**src/rtl/stepdir_generator.sv**
```systemverilog
// stepdir_generator: step/dir motion front-end for microstepper_top.
// Takes move commands (direction, step count, step period) over a
// valid/ready handshake and emits timed step pulses. dir only ever changes
// in the cycle after an accept. It is never changed while step is high or
// between pulses of a move.
// Optional feature macro: STEPDIR_POSITION_EN adds a signed position counter
// (port 'position'). When the macro is undefined, the port and the counter
// are both absent.
module stepdir_generator #(
    parameter int COUNT_W  = 16,
    parameter int PERIOD_W = 24
`ifdef STEPDIR_POSITION_EN
    ,
    parameter int POS_W    = 32
`endif
) (
    input  logic                clk,
    input  logic                reset,
    input  logic                cmd_valid,
    output logic                cmd_ready,
    input  logic                cmd_dir,
    input  logic [COUNT_W-1:0]  cmd_steps,
    input  logic [PERIOD_W-1:0] cmd_period,
    input  logic [7:0]          config_pulse_width,
    input  logic [7:0]          config_dir_setup,
    input  logic                abort,
    output logic                step,
    output logic                dir,
    output logic                busy,
    output logic                done,
    output logic [COUNT_W-1:0]  steps_remaining
`ifdef STEPDIR_POSITION_EN
    ,
    output logic signed [POS_W-1:0] position
`endif
);

    typedef enum logic [2:0] {
        ST_IDLE   = 3'd0,
        ST_SETUP  = 3'd1,
        ST_HIGH   = 3'd2,
        ST_LOW    = 3'd3,
        ST_FINISH = 3'd4
    } state_e;

    // A configured value of 0 is treated as 1.
    function automatic logic [7:0] clamp_min1(input logic [7:0] v);
        clamp_min1 = (v == 8'd0) ? 8'd1 : v;
    endfunction

    state_e               state_q, state_d;
    logic [PERIOD_W-1:0]  cnt_q, cnt_d;
    logic [COUNT_W-1:0]   rem_q, rem_d;
    logic                 dir_q, dir_d;
    logic [PERIOD_W-1:0]  pw_last_q, pw_last_d;
    logic [PERIOD_W-1:0]  per_last_q, per_last_d;
    logic [PERIOD_W-1:0]  setup_last_q, setup_last_d;
    logic                 abort_pend_q, abort_pend_d;
    logic                 step_q, busy_q, done_q;

    logic                 cmd_ready_s;
    logic                 accept_s;
    logic [PERIOD_W-1:0]  pw_ext_s;
    logic [PERIOD_W-1:0]  per_s;

    // The FINISH cycle also accepts, so back-to-back moves lose no cycle.
    assign cmd_ready_s = ((state_q == ST_IDLE) || (state_q == ST_FINISH)) && !reset;
    assign accept_s    = cmd_valid && cmd_ready_s;

    // Effective timing. The period is stretched so that at least one low cycle follows each pulse.
    assign pw_ext_s = PERIOD_W'(clamp_min1(config_pulse_width));
    assign per_s    = (cmd_period > pw_ext_s) ? cmd_period : (pw_ext_s + PERIOD_W'(1));

    // Next-state logic for the move sequencer, phase counter and latched move parameters.
    always_comb begin
        state_d      = state_q;
        cnt_d        = cnt_q;
        rem_d        = rem_q;
        dir_d        = dir_q;
        pw_last_d    = pw_last_q;
        per_last_d   = per_last_q;
        setup_last_d = setup_last_q;
        abort_pend_d = abort_pend_q;
        case (state_q)
            ST_IDLE, ST_FINISH: begin
                abort_pend_d = 1'b0;
                if (accept_s) begin
                    pw_last_d    = pw_ext_s - PERIOD_W'(1);
                    per_last_d   = per_s - PERIOD_W'(1);
                    setup_last_d = PERIOD_W'(clamp_min1(config_dir_setup)) - PERIOD_W'(1);
                    rem_d        = cmd_steps;
                    cnt_d        = '0;
                    if (cmd_steps == '0) begin
                        state_d = ST_FINISH;
                    end else if (cmd_dir != dir_q) begin
                        dir_d   = cmd_dir;
                        state_d = ST_SETUP;
                    end else begin
                        state_d = ST_HIGH;
                    end
                end else begin
                    state_d = ST_IDLE;
                end
            end
            ST_SETUP: begin
                if (abort) begin
                    state_d = ST_FINISH;
                end else if (cnt_q == setup_last_q) begin
                    state_d = ST_HIGH;
                    cnt_d   = '0;
                end else begin
                    cnt_d = cnt_q + PERIOD_W'(1);
                end
            end
            ST_HIGH: begin
                // An abort during the pulse is remembered. The pulse still completes, so no runt pulse is emitted.
                abort_pend_d = abort_pend_q | abort;
                cnt_d        = cnt_q + PERIOD_W'(1);
                if (cnt_q == pw_last_q) begin
                    state_d = ST_LOW;
                    rem_d   = rem_q - COUNT_W'(1);
                end else begin
                    state_d = ST_HIGH;
                end
            end
            ST_LOW: begin
                if (abort || abort_pend_q || (rem_q == '0)) begin
                    state_d = ST_FINISH;
                end else if (cnt_q == per_last_q) begin
                    state_d = ST_HIGH;
                    cnt_d   = '0;
                end else begin
                    cnt_d = cnt_q + PERIOD_W'(1);
                end
            end
            default: begin
                state_d = ST_IDLE;
            end
        endcase
    end

    // State and datapath registers, plus the outputs registered from the next state.
    always_ff @(posedge clk) begin
        if (reset) begin
            state_q      <= ST_IDLE;
            cnt_q        <= '0;
            rem_q        <= '0;
            dir_q        <= 1'b0;
            pw_last_q    <= '0;
            per_last_q   <= '0;
            setup_last_q <= '0;
            abort_pend_q <= 1'b0;
            step_q       <= 1'b0;
            busy_q       <= 1'b0;
            done_q       <= 1'b0;
        end else begin
            state_q      <= state_d;
            cnt_q        <= cnt_d;
            rem_q        <= rem_d;
            dir_q        <= dir_d;
            pw_last_q    <= pw_last_d;
            per_last_q   <= per_last_d;
            setup_last_q <= setup_last_d;
            abort_pend_q <= abort_pend_d;
            step_q       <= (state_d == ST_HIGH);
            busy_q       <= (state_d == ST_SETUP) || (state_d == ST_HIGH) || (state_d == ST_LOW);
            done_q       <= (state_d == ST_FINISH);
        end
    end

    assign cmd_ready       = cmd_ready_s;
    assign step            = step_q;
    assign dir             = dir_q;
    assign busy            = busy_q;
    assign done            = done_q;
    assign steps_remaining = rem_q;

`ifdef STEPDIR_POSITION_EN
    logic signed [POS_W-1:0] pos_q;

    // Signed position, moved one count on each step rise in the direction being driven.
    always_ff @(posedge clk) begin
        if (reset) begin
            pos_q <= '0;
        end else if ((state_d == ST_HIGH) && (state_q != ST_HIGH)) begin
            pos_q <= dir_d ? (pos_q + POS_W'(1)) : (pos_q - POS_W'(1));
        end else begin
            pos_q <= pos_q;
        end
    end

    assign position = pos_q;
`endif

endmodule
```
**config.mk**
```make
export PLATFORM = sky130hd
export DESIGN_NAME = stepdir_generator
export DESIGN_NICKNAME = d
export VERILOG_FILES = /design/src/rtl/stepdir_generator.sv
export SDC_FILE = /design/constraint.sdc
export NUM_CORES = 1
export LEC_CHECK = 0
export ABC_AREA = 1
export CAP_MARGIN = 20
export CORE_UTILIZATION = 45
export CTS_BUF_LIST = sky130_fd_sc_hd__clkbuf_8
export DETAILED_ROUTE_END_ITERATION = 6
export GPL_TIMING_DRIVEN = 0
export PLACE_DENSITY = 0.67
export SLEW_MARGIN = 20
export SYNTH_ARGS = -nofsm -noshare
export SYNTH_HDL_FRONTEND = slang
export SYNTH_SLANG_ARGS = --single-unit
```
**constraint.sdc**
```tcl
create_clock -name clk -period 3.5 [get_ports clk]
set_input_delay 0.7 -clock clk [delete_from_list [all_inputs] [get_ports clk]]
set_output_delay 0.7 -clock clk [all_outputs]
set_load 0.05 [all_outputs]
```
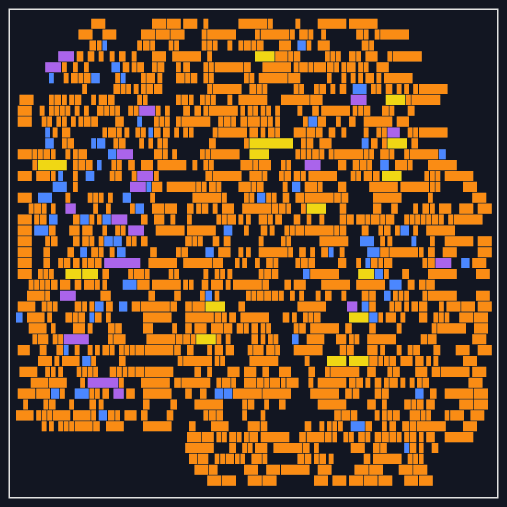
Figure 1: cells by drive strength.
Scale: 4 px per um.
size	color	cells	share
drive 1 or less	orange	1021	91%
drive 3 to 4	purple	19	1.7%
drive 6 and up	yellow	16	1.4%
drive 2	blue	68	6.0%
Synth-to-Final Area Change: 19.9%
post-route cell area: 0.00774 mm2
worst setup margin: 0.306 ns
nonclk buf count: 113

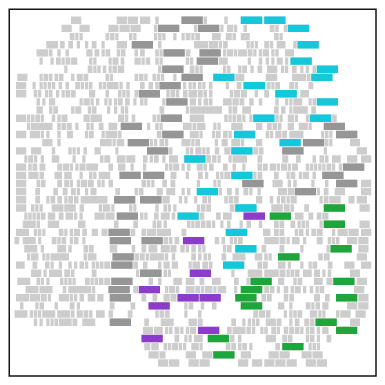
Figure 2: register map, names as in the netlist.
Scale: 3 px per um.
name in the netlist	color	placed flops
steps_remaining	green	16
cnt_q	cyan	24
setup_last_q	purple	9
not colored	41

==> worst max-delay path, cell delays in order <==
cell and delay (ns):
dlygate4sd2_1 0.30, inv_2 0.11, nand3_1 0.15, o31ai_4 0.23, ha_1 0.19, inv_1 0.04, nand2_1 0.04, nand2_1 0.04
nand2_1 0.05, nand2_1 0.05, nand2_1 0.12, nand2_1 0.11, nand2_4 0.11, nand3_1 0.12, nand2_2 0.15, ha_4 0.17
nand2_2 0.09, nor2_2 0.17, nand2_2 0.11, o21ai_1 0.14, nand3_1 0.14, nand2_1 0.10, inv_1 0.04
==> registers in the layout (all words and copies together) (netlist names) <==
register / cells
dir: 1
busy: 1
state_q: 3
cnt_q: 24
pw_last_q: 9
steps_remaining: 16
per_last_q: 24
abort_pend_q: 1
done: 1
step: 1
setup_last_q: 9
==> kinds of logic after synthesis <==
family / count (synthesis)
AOI/OAI and AO/OA: 146
adders and majority gates: 13
and+or+nand+nor: 547
buffers and inverters: 191
DFF: 90
xor gates and xnor gates: 41
==> layout make-up <==
class | count | area [um2] | share of cell area
tap | 180 | 225 | 0.0291
inverter | 159 | 597 | 0.0771
clock buffer | 11 | 151 | 0.0196
timing repair buffer | 81 | 820 | 0.106
clock inverter | 4 | 51.3 | 0.00663
multi-input combinational | 747 | 3940 | 0.509
sequential | 90 | 1800 | 0.233
buffer | 32 | 156 | 0.0202
==> placed cells by master (no fill, tap or decap), types with 10 or more instances in the layout <==
master,instances
nor4_1,10
a21oi_1,34
nand2_2,15
a31oi_1,18
clkbuf_8,11
o21ai_0,72
dfxtp_1,90
nand4_1,25
ha_1,12
clkdlybuf4s50_1,74
inv_1,142
xnor2_1,11
nor2_2,10
xor2_1,30
nor2_1,104
nand3_1,94
nand2_1,217
clkbuf_1,18
nor3_1,31
inv_2,16
==> metal layers <==
metal,global-route usage,up-vias,routed length (um)
met4,0.102,0,501
met5,0,-,0
met2,0.420,198,8300
li1,-,3515,-
met1,0.352,3045,8660
met3,0.0342,39,850
==> repair_timing <==
item / in CTS / in global routing
resized: 8 / 10
hold buffers: 0 / 0
setup endpoints to repair: 8 / 15
setup buffers: 1 / 0
pin swaps: 2 / 1
==> worst paths after layout <==
| path | start | end | slack (ns) | cells past startpoint |
|---|---|---|---|---|
| hold / removal | pw_last_q[22] | pw_last_q[22] | 0.48 | 2 |
| hold reg to reg | pw_last_q[22] | pw_last_q[22] | 0.48 | 2 |
| setup reg to reg | cnt_q[7] | cnt_q[20] | 0.91 | 11 |
| setup / recovery | config_pulse_width[4] | per_last_q[16] | 0.31 | 23 |
==> metrics by stage <==
| stage | cells | hold slack (ns) | power, mW | utilization | cell area, um2 |
|---|---|---|---|---|---|
| after floorplan | 1028 | 0.441 | 1.73 | - | 6450 |
| after global placement | 1288 | 0.456 | 2.00 | 0.537 | 7480 |
| after detailed placement | 1288 | 0.465 | 2.01 | 0.537 | 7480 |
| after CTS | 1304 | 0.478 | 2.75 | 0.553 | 7700 |
| after global routing | 1304 | 0.509 | 2.90 | 0.555 | 7740 |
| final | 1304 | 0.479 | 2.75 | 0.555 | 7740 |
==> results.json <==
{
  "status": "completed",
  "die_w_um": 122,
  "ys_sh_adder": 0.0252,
  "worstSetupEndpointType": "flip-flop",
  "setup.worst_path.class": "in -> reg",
  "ir_drop_mv": 0.211,
  "mux_share": 0,
  "critPathMaxFanout": 7,
  "grt_overflow": 0,
  "logic_family": "simple AND/OR/NAND/NOR gates",
  "portBuffers": 80,
  "firstDrtPassIters": 5,
  "tightest_slew_ns": 0.699,
  "p_int_mw": 1.78,
  "synth_top_cell_by_area": "dfxtp_1",
  "n_fill_cell": 1420,
  "synth_area_mm2": 0.00645,
  "max_slew_margin": 0.534,
  "synth.most_common_cell": "nand2_1",
  "switching_power_uw": 966,
  "first_global_vias": 6242,
  "core_mm2": 0.0139,
  "cts_tree": "done",
  "pre_cts_slack_ns": -0.605,
  "drtIter0Drc": 506,
  "ys_sh_aoi": 0.126,
  "vias_per_cell": 5.21,
  "maxSlewViolCount": 0,
  "die_h_um": 122,
  "drv_cap": 0,
  "synthTopCellsByCount": "nand2_1, inv_1, nor2_1, nand3_1, dfxtp_1",
  "ant_nets": 0,
  "pwr-share-seq": 0.429,
  "diodes": 0,
  "tritoncts.num_buffers": 9,
  "drc": 0,
  "ys.flops": 90,
  "xor_share": 0.0557,
  "initCoreUtil": 0.463,
  "dieArea_mm2": 0.0148,
  "gp_congestion": 0.879,
  "topCellsByArea": "dfxtp_1, nand2_1, inv_1",
  "setup_violations": 0,
  "synth-edff-count": 0,
  "finalHoldViolCount": 0,
  "synth.avg_cell_area_um2": 6.28,
  "wl_per_cell_um": 14.0,
  "yosys-stat-cells": 1028,
  "vias": 6797,
  "rows": 43,
  "wirelength_um": 18300,
  "clock_latency_ns": 0.36,
  "pwr-share-comb": 0.299,
  "fin_skew_ns": 0.0136
}
Power figures rest on the tool's default switching activity, not on a simulated workload.
